**Selected gate families**

Scale: 6 px per µm.
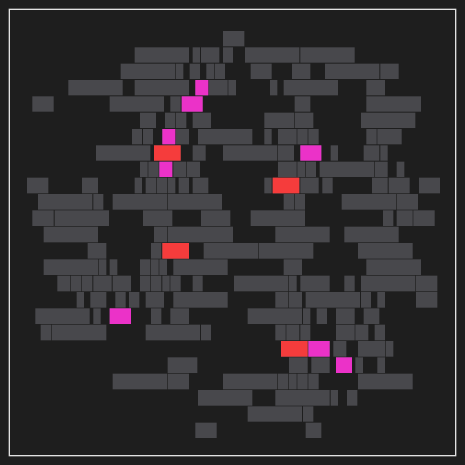
**Cell placement**

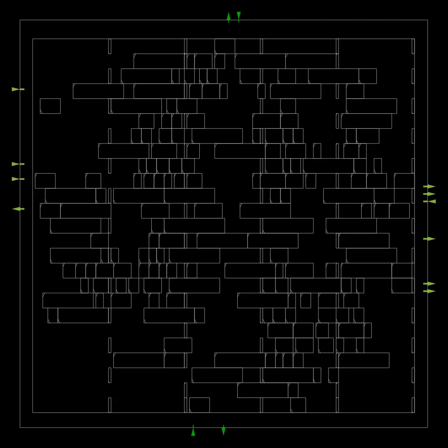
**I/O nets highlighted**

Scale: 4 px per µm.
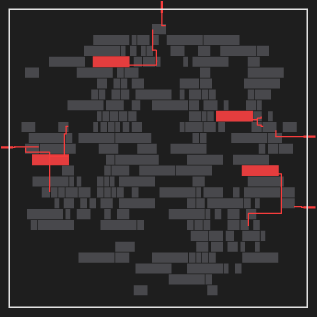
**src/rtl/debounce_pulse_multi.sv**
```systemverilog
// debounce_pulse_multi: per-channel two-flop synchroniser, consecutive-sample debouncer
// and registered one-cycle edge pulse (press, release or both).
module debounce_pulse_multi #(
    parameter int CHANNELS        = 4,
    parameter int DEBOUNCE_CYCLES = 16,
    parameter int CNT_WIDTH       = 5,
    parameter int EDGE_MODE       = 0
) (
    input  logic                C_CLOCK_50,
    input  logic                C_Reset,
    input  logic [CHANNELS-1:0] C_Count_In,
    output logic [CHANNELS-1:0] C_Level_Out,
    output logic [CHANNELS-1:0] C_Counter_Out
);
    // Any EDGE_MODE outside 0..2 falls back to press-only.
    localparam logic                 PRESS_EN = (EDGE_MODE != 1);
    localparam logic                 REL_EN   = (EDGE_MODE == 1) || (EDGE_MODE == 2);
    localparam logic [CNT_WIDTH-1:0] CNT_LAST = CNT_WIDTH'(DEBOUNCE_CYCLES - 1);

    typedef enum logic [1:0] {St_Idle, St_PressChk, St_Pressed, St_RelChk} state_t;

    logic [CHANNELS-1:0] sync1_q, sync2_q;

    always_ff @(posedge C_CLOCK_50 or posedge C_Reset) begin
        if (C_Reset) begin
            sync1_q <= '0;
            sync2_q <= '0;
        end else begin
            sync1_q <= C_Count_In;
            sync2_q <= sync1_q;
        end
    end

    for (genvar c = 0; c < CHANNELS; c++) begin : g_ch
        state_t               state_q;
        logic [CNT_WIDTH-1:0] cnt_q;
        logic                 level_q, pulse_q;

        always_ff @(posedge C_CLOCK_50 or posedge C_Reset) begin
            if (C_Reset) begin
                state_q <= St_Idle;
                cnt_q   <= '0;
                level_q <= 1'b0;
                pulse_q <= 1'b0;
            end else begin
                pulse_q <= 1'b0;
                case (state_q)
                    St_Idle: begin
                        if (sync2_q[c]) begin
                            state_q <= St_PressChk;
                            cnt_q   <= '0;
                        end
                    end
                    St_PressChk: begin
                        if (!sync2_q[c]) begin
                            state_q <= St_Idle;
                            cnt_q   <= '0;
                        end else if (cnt_q == CNT_LAST) begin
                            state_q <= St_Pressed;
                            cnt_q   <= '0;
                            level_q <= 1'b1;
                            pulse_q <= PRESS_EN;
                        end else begin
                            cnt_q <= cnt_q + 1'b1;
                        end
                    end
                    St_Pressed: begin
                        if (!sync2_q[c]) begin
                            state_q <= St_RelChk;
                            cnt_q   <= '0;
                        end
                    end
                    St_RelChk: begin
                        if (sync2_q[c]) begin
                            state_q <= St_Pressed;
                            cnt_q   <= '0;
                        end else if (cnt_q == CNT_LAST) begin
                            state_q <= St_Idle;
                            cnt_q   <= '0;
                            level_q <= 1'b0;
                            pulse_q <= REL_EN;
                        end else begin
                            cnt_q <= cnt_q + 1'b1;
                        end
                    end
                endcase
            end
        end

        assign C_Level_Out[c]   = level_q;
        assign C_Counter_Out[c] = pulse_q;
    end
endmodule

```
**config.mk**
```make
export PLATFORM = sky130hd
export DESIGN_NAME = debounce_pulse_multi
export DESIGN_NICKNAME = d
export VERILOG_FILES = /design/src/rtl/debounce_pulse_multi.sv
export SDC_FILE = /design/constraint.sdc
export NUM_CORES = 1
export LEC_CHECK = 0
export CORE_MARGIN = 2
export CORE_UTILIZATION = 40
export DETAILED_ROUTE_END_ITERATION = 10
export SETUP_SLACK_MARGIN = 0.3
export SYNTH_ARGS = -nofsm -noshare
export SYNTH_HDL_FRONTEND = slang
export SYNTH_SLANG_ARGS = --single-unit
```
**constraint.sdc**
```tcl
create_clock -name C_CLOCK_50 -period 3.11 [get_ports C_CLOCK_50]
set_clock_uncertainty 0.1 [all_clocks]
set_input_delay 0.622 -clock C_CLOCK_50 [delete_from_list [all_inputs] [get_ports C_CLOCK_50]]
set_output_delay 0.622 -clock C_CLOCK_50 [all_outputs]
set_load 0.05 [all_outputs]
```
==> run summary <==
share of layout cells above drive strength 1 - 5.67%
Crit Path Max Fanout - 3
flip-flop and latch count - 44
total number of vias - 1395
Root Buffer - clkbuf_8
Adders+Majority by Area - 2.54%
Synth warnings - 0
antenna violations before repair - 0
static leakage - 1.01 nW
DIE AREA - 0.00550 mm²
number of global-route vias before repair - 1423
Vias/cell - 5.34
Latency at later pin - 0.30 ns
fin. max-slew vios - 0
drt first pass iters - 5
final hold vios - 0
first-pass GRT wire length - 6.35 mm
Power Sequential - 609 µW
NonClk Buf Share - 6.20%
Global Route met1 Usage - 18.9%
Global Route Usage Sum - 15.1%
met2 usage - 24.9%
outcome - completed
dpl hpwl - 2.48 mm
Comb area share - 33.6%
WHS Path Cells - 0
Hold Crit Start - sync1_q[1]
R2R Setup Slk - 1.58 ns
diode count - 0
Area leader share - 55.9%
Most Crowded Layer GR - met2
Max Cap Viol - 0
post-route cell area - 0.00222 mm²
die y size - 74.1 µm
Max Used Layer - met4
GP Congestion - 0.772
Clk network pwr share - 39.4%
Die Wd - 74.1 µm
Cells after Synth - 184
CP bufs+invs - 1
CTS Sinks - 44
About 'selected gate families':
Red shows fa/ha/maj cells, cells 4, most used ha_1, where center. Magenta shows and/or cells, cells 8, most used and4b_1.

About 'cell placement':
Filler cells: 442
sequential share of cell area: 49.6%
row count: 25

About 'I/O nets highlighted':
Red shows `C_Level_Out`, bits 4, direction output, edge 2 east, 1 west, 1 north, end cells 4, buffers 4, wire 97.9 µm.

Power is estimated from default activity; no workload was simulated.
